## src/rtl/instr_sequencer_pkg.sv

```systemverilog
// Shared definitions for the instruction sequencer: FSM states, instruction
// field positions and the default halt opcode.
package instr_sequencer_pkg;

  typedef enum logic [1:0] {
    FETCH = 2'd0,
    ISSUE = 2'd1,
    EXEC  = 2'd2,
    HALT  = 2'd3
  } seq_state_t;

  // Instruction word layout: {opcode[15:9], dr[8:6], sa[5:3], sb[2:0]}
  localparam int OPCODE_MSB = 15;
  localparam int OPCODE_LSB = 9;
  localparam int DR_MSB     = 8;
  localparam int DR_LSB     = 6;
  localparam int SA_MSB     = 5;
  localparam int SA_LSB     = 3;
  localparam int SB_MSB     = 2;
  localparam int SB_LSB     = 0;

  localparam logic [6:0] HALT_OP_DEFAULT = 7'h7F;

endpackage

```

## src/rtl/instr_sequencer_if.sv

```systemverilog
// Instruction-memory read bus between the sequencer (master) and the memory
// (slave): request/address out, acknowledge/data back.
interface instr_sequencer_if #(
  parameter int PC_W = 8
);

  logic            im_req;
  logic [PC_W-1:0] im_addr;
  logic            im_ack;
  logic [15:0]     im_data;

  modport master (
    output im_req,
    output im_addr,
    input  im_ack,
    input  im_data
  );

  modport slave (
    input  im_req,
    input  im_addr,
    output im_ack,
    output im_data
  );

endinterface

```

## src/rtl/instr_sequencer_pc_next.sv

```systemverilog
// Combinational next-PC selection: sequential step, absolute jump through the
// A-bus, or a relative branch on the zero/negative status.
module pc_next #(
  parameter int PC_W = 8
) (
  input  logic [PC_W-1:0] pc,
  input  logic            PL,
  input  logic            JB,
  input  logic            BC,
  input  logic            z,
  input  logic            n,
  input  logic [7:0]      ad_in,
  input  logic [5:0]      offset,
  output logic [PC_W-1:0] next_pc
);

  logic [PC_W-1:0] seq_pc;
  logic [PC_W-1:0] branch_pc;
  logic [PC_W-1:0] jump_pc;
  logic            taken;

  // The signed cast sign-extends the 6-bit offset; the sum wraps at 2^PC_W.
  assign seq_pc    = pc + PC_W'(1);
  assign branch_pc = pc + PC_W'($signed(offset));
  assign jump_pc   = PC_W'(ad_in);
  assign taken     = BC ? n : z;

  always_comb begin
    next_pc = seq_pc;
    if (PL) begin
      if (JB) begin
        next_pc = jump_pc;
      end else if (taken) begin
        next_pc = branch_pc;
      end
    end
  end

endmodule

```

## src/rtl/instr_sequencer.sv

```systemverilog
// Instruction sequencer: fetches a word over the memory bus, presents its
// fields to the decoder, waits out datapath stalls, then updates the PC.
module instr_sequencer
  import instr_sequencer_pkg::*;
#(
  parameter int         PC_W    = 8,
  parameter logic [6:0] HALT_OP = HALT_OP_DEFAULT
) (
  input  logic                clk,
  input  logic                rst,
  instr_sequencer_if.master   im,
  output logic [6:0]          opcode,
  output logic [2:0]          dr,
  output logic [2:0]          sa,
  output logic [2:0]          sb,
  output logic [7:0]          constant_out,
  output logic                issue_valid,
  input  logic                stall,
  input  logic                PL,
  input  logic                JB,
  input  logic                BC,
  input  logic                z,
  input  logic                n,
  input  logic [7:0]          ad_in,
  output logic                halted,
  output logic [PC_W-1:0]     pc
);

  seq_state_t      state;
  seq_state_t      state_next;
  logic [15:0]     ir;
  logic [PC_W-1:0] pc_q;
  logic [PC_W-1:0] pc_upd;
  logic            is_halt_op;

  assign opcode       = ir[OPCODE_MSB:OPCODE_LSB];
  assign dr           = ir[DR_MSB:DR_LSB];
  assign sa           = ir[SA_MSB:SA_LSB];
  assign sb           = ir[SB_MSB:SB_LSB];
  assign constant_out = {5'b0, sb};
  assign is_halt_op   = (opcode == HALT_OP);
  assign pc           = pc_q;
  assign im.im_addr   = pc_q;

  pc_next #(
    .PC_W (PC_W)
  ) u_pc_next (
    .pc      (pc_q),
    .PL      (PL),
    .JB      (JB),
    .BC      (BC),
    .z       (z),
    .n       (n),
    .ad_in   (ad_in),
    .offset  ({dr, sb}),
    .next_pc (pc_upd)
  );

  always_ff @(posedge clk) begin
    if (rst) begin
      state <= FETCH;
    end else begin
      state <= state_next;
    end
  end

  always_comb begin
    state_next = state;
    unique case (state)
      FETCH: if (im.im_ack) state_next = ISSUE;
      ISSUE: begin
        if (is_halt_op) begin
          state_next = HALT;
        end else if (!stall) begin
          state_next = EXEC;
        end
      end
      EXEC:  state_next = FETCH;
      HALT:  state_next = HALT;
      default: state_next = FETCH;
    endcase
  end

  // Strobes are masked by rst so a reset cycle never requests or issues.
  always_comb begin
    im.im_req   = 1'b0;
    issue_valid = 1'b0;
    halted      = 1'b0;
    if (!rst) begin
      im.im_req   = (state == FETCH);
      issue_valid = (state == ISSUE) && !is_halt_op && !stall;
      halted      = (state == HALT);
    end
  end

  always_ff @(posedge clk) begin
    if (rst) begin
      ir <= 16'h0000;
    end else if (state == FETCH && im.im_ack) begin
      ir <= im.im_data;
    end
  end

  always_ff @(posedge clk) begin
    if (rst) begin
      pc_q <= '0;
    end else if (state == EXEC) begin
      pc_q <= pc_upd;
    end
  end

endmodule
```

## src/flat_wrapper.sv

```systemverilog
// flat-port wrapper written by rule: the top's interface ports become plain ports
module instr_sequencer_flat import instr_sequencer_pkg::*;
#(
  parameter int         PC_W    = 8,
  parameter logic [6:0] HALT_OP = HALT_OP_DEFAULT
)
  (clk, rst, opcode, dr, sa, sb, constant_out, issue_valid, stall, PL, JB, BC, z, n, ad_in, halted, pc, im_im_req, im_im_addr, im_im_ack, im_im_data);
  instr_sequencer_if #(.PC_W(PC_W)) im_i ();
  input  logic clk;
  input  logic rst;
  output logic [6:0] opcode;
  output logic [2:0] dr;
  output logic [2:0] sa;
  output logic [2:0] sb;
  output logic [7:0] constant_out;
  output logic issue_valid;
  input  logic stall;
  input  logic PL;
  input  logic JB;
  input  logic BC;
  input  logic z;
  input  logic n;
  input  logic [7:0] ad_in;
  output logic halted;
  output logic [PC_W-1:0] pc;
  output wire logic [$bits(im_i.im_req)-1:0] im_im_req;
  output wire logic [$bits(im_i.im_addr)-1:0] im_im_addr;
  input wire logic [$bits(im_i.im_ack)-1:0] im_im_ack;
  input wire logic [$bits(im_i.im_data)-1:0] im_im_data;
  assign im_im_req = im_i.im_req;
  assign im_im_addr = im_i.im_addr;
  assign im_i.im_ack = im_im_ack;
  assign im_i.im_data = im_im_data;
  instr_sequencer #(.PC_W(PC_W), .HALT_OP(HALT_OP)) u_core (.clk(clk), .rst(rst), .im(im_i), .opcode(opcode), .dr(dr), .sa(sa), .sb(sb), .constant_out(constant_out), .issue_valid(issue_valid), .stall(stall), .PL(PL), .JB(JB), .BC(BC), .z(z), .n(n), .ad_in(ad_in), .halted(halted), .pc(pc));
endmodule
```

## config.mk

```make
export PLATFORM = sky130hd
export DESIGN_NAME = instr_sequencer_flat
export DESIGN_NICKNAME = d
export VERILOG_FILES = /design/src/rtl/instr_sequencer_pkg.sv /design/src/rtl/instr_sequencer_if.sv /design/src/rtl/instr_sequencer_pc_next.sv /design/src/rtl/instr_sequencer.sv /design/src/flat_wrapper.sv
export SDC_FILE = /design/constraint.sdc
export NUM_CORES = 1
export LEC_CHECK = 0
export CAP_MARGIN = 10
export CORE_AREA = 2 2 69 71
export CTS_CLUSTER_SIZE = 14
export DETAILED_ROUTE_END_ITERATION = 8
export DIE_AREA = 0 0 71 73
export PLACE_DENSITY = 0.75
export REMOVE_ABC_BUFFERS = 1
export SYNTH_ARGS = -nofsm -noshare
export SYNTH_HDL_FRONTEND = slang
export SYNTH_SLANG_ARGS = --single-unit
```

## constraint.sdc

```tcl
create_clock -name clk -period 4.6 [get_ports clk]
set_clock_uncertainty 0.1 [all_clocks]
set_input_delay 0.69 -clock clk [delete_from_list [all_inputs] [get_ports clk]]
set_output_delay 0.69 -clock clk [all_outputs]
set_load 0.03 [all_outputs]
```

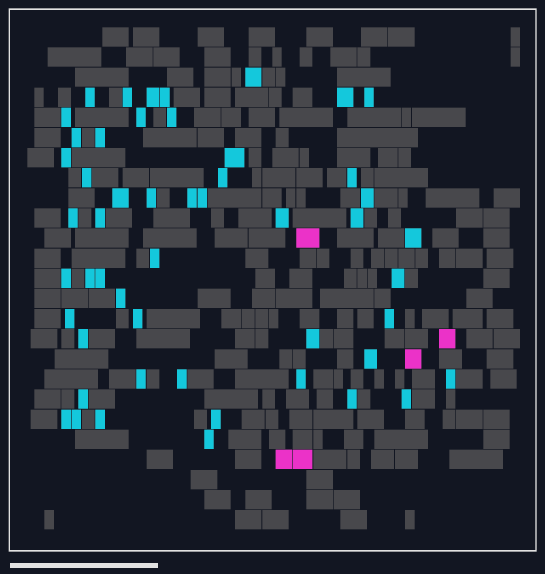
Figure 1: run 1, logic cells by family.
Scale bar: 20 um.
family	colour	cells
nand cells	cyan	51
and/or cells	magenta	5

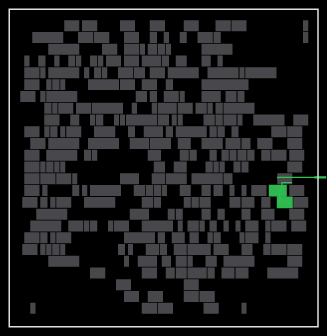
Figure 2: run 1, I/O nets highlighted.
port	colour	bits	direction	edge	end cells	wire
z	green	1	input	east	2	16.3 um
PortBufs: 70
Top-Level Pins: 76

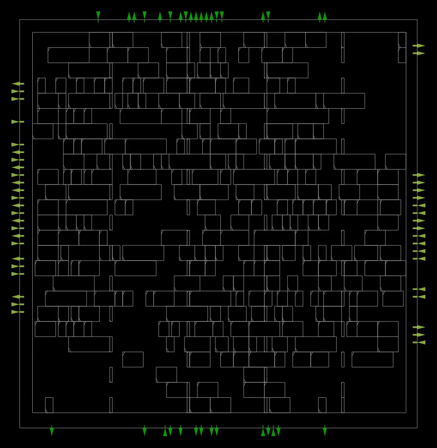
Figure 3: run 1, cell placement.
Final Util: 53.8%
TAP cells: 54
Filler Cells Inserted: 452

==> GITHUB_STEP_SUMMARY, run 1 <==
### Yosys + OpenROAD results

| Metric | Value |
|---|---|
| Final WS setup | 1.67 ns |
| Hold Crit Depth | 2 |
| Pin count of the biggest net entering global routing | 26 |
| Share of cells above drive strength 1 | 3.56% |
| Clock slew at reported path FFs | 0.09 ns |
| Flop pwr share | 40.2% |
| Critical path depth | 4 |
| Most common cell on crit path | clkdlybuf4s50_1 |
| Clock power frac | 30.3% |
| Endpoints failing setup | 0 |
| CP Class | primary input to output pin |
| Worst Hold Path EP | u_core.ir[4]$_SDFFE_PP0P_ |
| Hold WS | 0.356 ns |
| Number of warnings in the stage logs | 25 |
| Hold_sp | u_core.ir[4]$_SDFFE_PP0P_ |
| Average wire per standard cell | 13.7 um |
| Met1 Usage GRT | 23.6% |
| Commonest Layout Cell | clkdlybuf4s50_1 |
| Final Cell Area | 2440 um2 |
| Worst EP required | 3.81 ns |
| Int Pwr | 0.439 mW |
| Top power group | registers |
| Number of cells on the worst reg-to-reg path | 8 |
| Inserted Diodes | 0 |
| GPL Wtd Cong | 0.821 |
| RSZ-0062 raised after global routing | false |
| Area post-placement | 2370 um2 |
| Crit Path Max Fanout | 4 |
| Worst r2r src | u_core.im.im_addr[0]$_SDFFE_PP0N_ |
| Crit path DAT | 2.14 ns |
| Mean Syn Cell Area | 7.65 um2 |
| Sw Share | 31.1% |
| Area share, top type | 30.1% |
| Peak supply drop | 0.000251 V |
| DR top layer | met4 |
| Synth area leader | dfxtp_1 |
| Largest Register | u_core.ir |
| Layout area overhead | 41.0% |
| Mapped cell area | 1730 um2 |
| Synth Area in Adders | 6.95% |
| Area fraction in xor and xnor cells | 2.53% |
| Starting Density | 38.1% |
| Worst setup EP type | output pin |
| Status | completed |
| Clock Tree Root | clkbuf_8 |
| P_leak | 0.899 nW |
| Grt met2 use | 30.1% |
| Worst Setup EP | halted |
| Setup crit start kind | primary input |
| Avg Vias per Cell | 5.35 |
| Largest logic family | AND-OR/OR-AND gates |
| Synth Flop Type | dfxtp_1 |
| Synth warn | 0 |
| Die Wd | 71 um |
| Vias in the first global route | 1697 |
| Grt peak-use layer | met2 |
| Setup repair bufs after CTS | 0 |
| Core ar. | 4540 um2 |
| Met2 WL | 2.22 mm |
| NumNets Final | 324 |
| Final Hold Viols | 0 |
| Clock Sinks | 26 |
| Global Route Usage Sum | 18.1% |
| Post-route ant nets | 0 |
| DR vias | 1793 |
| Setup TNS | 0 ns |
| CP bufs+invs | 2 |
| H-tree depth reported by CTS | 1 |
| Seq/Total Area, Yosys | 30.1% |
| Max stage delay on crit path | 0.69 ns |
| Met3 Track Usage GR | 6.08% |
| Cts hold-fix bufs | 0 |
| Post-DP HPWL | 3.42 mm |
| DP Worst Slack | 1.68 ns |
| Library cells used by synthesis | 47 |
| First-pass GRT wire length | 7.79 mm |
| Clock network power | 0.193 mW |
-- run 1: kinds of logic (layout without fill, tap and decap cells) --
family	Yosys count	in the layout
AOI/OAI and AO/OA	78	78
and+or+nand+nor	69	69
buffers and inverters	34	85
DFF	26	26
adders and majority gates	9	9
xor gates and xnor gates	5	5
muxes	4	4
other	1	5
-- run 1: worst register-to-register path: stages (launching register included) --
cell     delay, ns
dfxtp_1       0.52
ha_1          0.26
inv_1         0.07
fa_1          0.45
nor2b_4       0.14
o31a_1        0.20
or3_1         0.16
a21oi_1       0.07
a221o_1       0.29
-- run 1: area by class of cell --
cell class	instances	area [um2]	area share, %
clock buffer	3	41.3	1.69
clock inverter	1	30.0	1.23
inverter	10	37.5	1.54
multi-input combinational	170	1030	42.4
sequential	26	520	21.3
tap	54	67.6	2.77
timing repair buffer	71	708	29.0
## Run 2: what changed since run 1
==> constraint.sdc (replaced) <==
create_clock -name clk -period 2.8 [get_ports clk]
set_clock_uncertainty 0.1 [all_clocks]
set_input_delay 0.42 -clock clk [delete_from_list [all_inputs] [get_ports clk]]
set_output_delay 0.42 -clock clk [all_outputs]
set_load 0.03 [all_outputs]
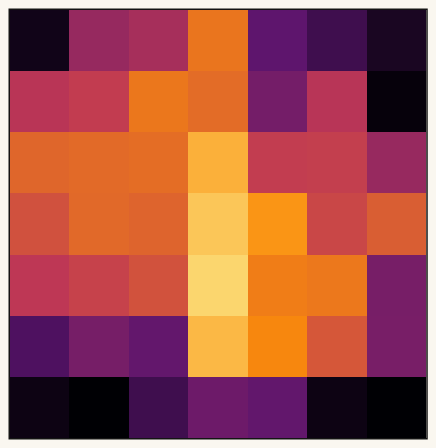
Figure 4: run 2, local utilization.
7 x 7 tiles, from black (low) to pale yellow (high), 0 to 100% covered.
densest ninth of the die	centre
nearly empty tiles	6.1%
mean over tiles	46%
fullest tile	91%
emptiest ninth of the die	south-west

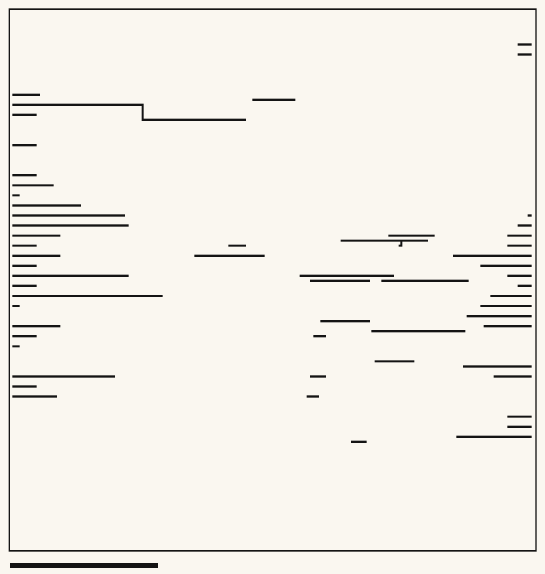
Figure 5: run 2, signal wires on met3.
Scale bar: 20 um.
main direction	horizontal
share of all routed wire	8.4%
nets with wire on the layer	56
wire length on this layer	367 um
longest straight run	20.0 um
met3 Track Usage GR: 4.28%
DR vias: 1771
routed wire length: 4.37 mm

==> GITHUB_STEP_SUMMARY, run 2 <==
### Yosys + OpenROAD results

| Metric | Value |
|---|---|
| Status | completed |
| Clock Sinks | 26 (unchanged) |
| Latency at later pin | 0.27 ns |
| Logic power comb | 0.311 mW |
| Final Non-Filler Cells | 337 |
| Met1 Usage GRT | 22.6% (-0.97 points) |
| Logic cell area | 1030 um2 (unchanged) |
| CP Class | register to register |
| GPL Wtd Cong | 0.818 (-0.30%) |
| Mean Syn Cell Area | 7.65 um2 (unchanged) |
| Inserted Diodes | 0 (unchanged) |
| Largest Register | u_core.ir |
| Max FFs per register | 16 |
| Setup crit start kind | register |
| Worst Setup EP | u_core.im.im_addr[6]$_SDFFE_PP0N_ |
| Setup crit start | u_core.im.im_addr[0]$_SDFFE_PP0N_ |
| Starting Density | 38.1% (unchanged) |
| Worst setup EP type | register |
| Clock power frac | 29.9% (-0.4 points) |
| Post-DP HPWL | 3.25 mm (-4.8%) |
| NumNets Final | 326 (+0.62%) |
| Clock Tree Root | clkbuf_8 |
| Peak supply drop | 0.000288 V (+15%) |
| Tot Pwr | 1.04 mW |
| Post-route ant nets | 0 (unchanged) |
| Flop-to-flop setup slack | 0.53 ns |
| Synth Flop Type | dfxtp_1 |
| Most frequent cells in the layout | clkdlybuf4s50_1 (67), nand2_1 (39), a21oi_1 (34) |
| Pin count of the biggest net entering global routing | 18 (-31%) |
| Grt peak-use layer | met2 |
| Clock network power | 0.311 mW (+61%) |
| Commonest Layout Cell | clkdlybuf4s50_1 |
| Synth area leader | dfxtp_1 |
| Critical path cell sequence | ha_1 -> inv_1 -> fa_1 -> nor2b_4 -> o31a_1 -> or3_1 -> a21oi_1 -> a221o_1 |
| Setup repair bufs after CTS | 0 (unchanged) |
| Final Hold Viols | 0 (unchanged) |
| Mapped cell area | 1730 um2 (unchanged) |
| Layout area overhead | 41.5% |
| Post-CTS Resized | 0 |
| H-tree depth reported by CTS | 1 (unchanged) |
| Power Dens Cells | 426 nW/um2 |
| Flop pwr share | 40.2% (about the same) |
| Hold WS | 0.358 ns (+0.00117 ns) |
| Net Switching | 0.318 mW |
| Combinational Power Share | 29.9% |
| Final Util | 53.9% (+0.17 points) |
| Hold_sp | u_core.ir[4]$_SDFFE_PP0P_ |
| Num CTS Buffers | 3 |
| P_leak | 0.914 nW (+1.7%) |
| Cell area leaders | dfxtp_1 (30%), a21oi_1 (9.8%), nand2_1 (8.5%) |
| Register area | 520 um2 (unchanged) |
| Endpoints failing setup | 0 (unchanged) |
| Die H | 73 um |
| Synth warn | 0 (unchanged) |
| Worst Hold Path EP | u_core.ir[4]$_SDFFE_PP0P_ |
| Clock slew at reported path FFs | 0.09 ns (about the same) |
| Seq/Total Area, Yosys | 30.1% (unchanged) |
| Sw Share | 30.6% (-0.51 points) |
| CP bufs+invs | 1 (-1) |
| Core ar. | 4540 um2 (unchanged) |
| Cell family with most CP delay | adder cells |
| Crit path DAT | 2.33 ns (+0.19 ns) |
| Post-Synthesis Cells | 226 |
| Grt met2 use | 26.2% (-3.9 points) |
| Max Slew Vio Count | 0 |
| Number of cells on the worst reg-to-reg path | 8 (unchanged) |
| Most frequent cell after synthesis | nand2_1 |
| PortBufs | 70 (unchanged) |
| Number of warnings in the stage logs | 25 (unchanged) |
| Antenna violations before repair | 0 |
| Final WS setup | 0.535 ns (-1.14 ns) |
| Global Route Usage Sum | 16.4% (-1.7 points) |
| Die Wd | 71 um (unchanged) |
| Starting DRT DRC Count | 171 |
| CTS Buffer Depth | 2 |
| EDFF count, synth | 0 |
| Max stage delay on crit path | 0.50 ns (-0.19 ns) |
| Max_slew headroom | 52.4% |
| Final Cell Area | 2450 um2 (+0.31%) |
| Library cells used by synthesis | 47 (unchanged) |
| Avg Vias per Cell | 5.26 (-1.8%) |
| Final Cycle Share | 80.9% |
| Area share, top type | 30.1% (unchanged) |
| Setup TNS | 0 ns (unchanged) |
| Worst r2r src | u_core.im.im_addr[0]$_SDFFE_PP0N_ |
| First-pass GRT wire length | 6.97 mm (-11%) |
| Worst EP required | 2.86 ns (-0.95 ns) |
| DP Worst Slack | 0.445 ns (-1.24 ns) |
| Critical path depth | 8 (+4) |
| Seq pwr | 0.419 mW |
| Slew @ Worst Pin | 0.711 ns |
| Die ar. | 5180 um2 |
| Average wire per standard cell | 13.0 um (-5.4%) |
| Post-route DRC | 0 |
| Top power group | registers |
| Crit Path Max Fanout | 9 (+5) |
| Hold Crit Depth | 2 (unchanged) |
| Int Pwr | 0.723 mW (+65%) |
| Top-Level Pins | 76 (unchanged) |
| RSZ-0062 raised after global routing | false |
| Cts hold-fix bufs | 0 (unchanged) |
| Top cells by count | nand2_1 (39), a21oi_1 (34), dfxtp_1 (26) |
| Global route total overflow | 0 |
| Yosys cell count | 226 |
| Vias in the first global route | 1506 (-11%) |
| Ys flops | 26 |
| Max-cap violations | 0 |
| Area post-placement | 2370 um2 (+0.32%) |
| Share of cells above drive strength 1 | 5.30% (+1.7 points) |
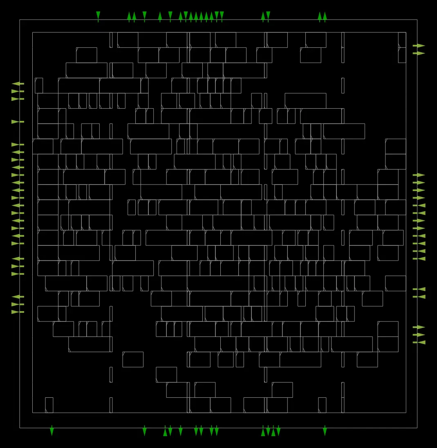
Figure 6: run 2, cell placement.
Filler Cells Inserted: 428
Core Rows: 25
flip-flops: 26
Seq area share: 21.3%

run 2: cell counts after synthesis:
Identical to the previous run, type by type.
run 2: cells by family after synthesis:
family / count (synthesis) / share of synthesized area, %
AND-OR/OR-AND: 78 / 28.1
AND/OR/NAND/NOR: 69 / 18.7
buffers and inverters: 34 / 11.0
flip-flops: 26 / 30.1
adder cells (fa/ha/maj): 9 / 6.95
XOR/XNOR: 5 / 2.53
multiplexers: 4 / 2.39
other: 1 / 0.217
run 2: layer usage:
layer	up-vias	wire, um
li1	907	-
met1	788	1930
met2	74	2060
met3	2	367
met4	0	17
met5	-	0
run 2: layout make-up:
type,count,area share (%)
clock buffers,3,1.69
clock inverters,1,1.23
inverters,10,1.53
multi-input cells,170,42.3
flip-flops and latches,26,21.3
well taps,54,2.76
repair buffers,73,29.3
Power and IR drop assume default switching activity.
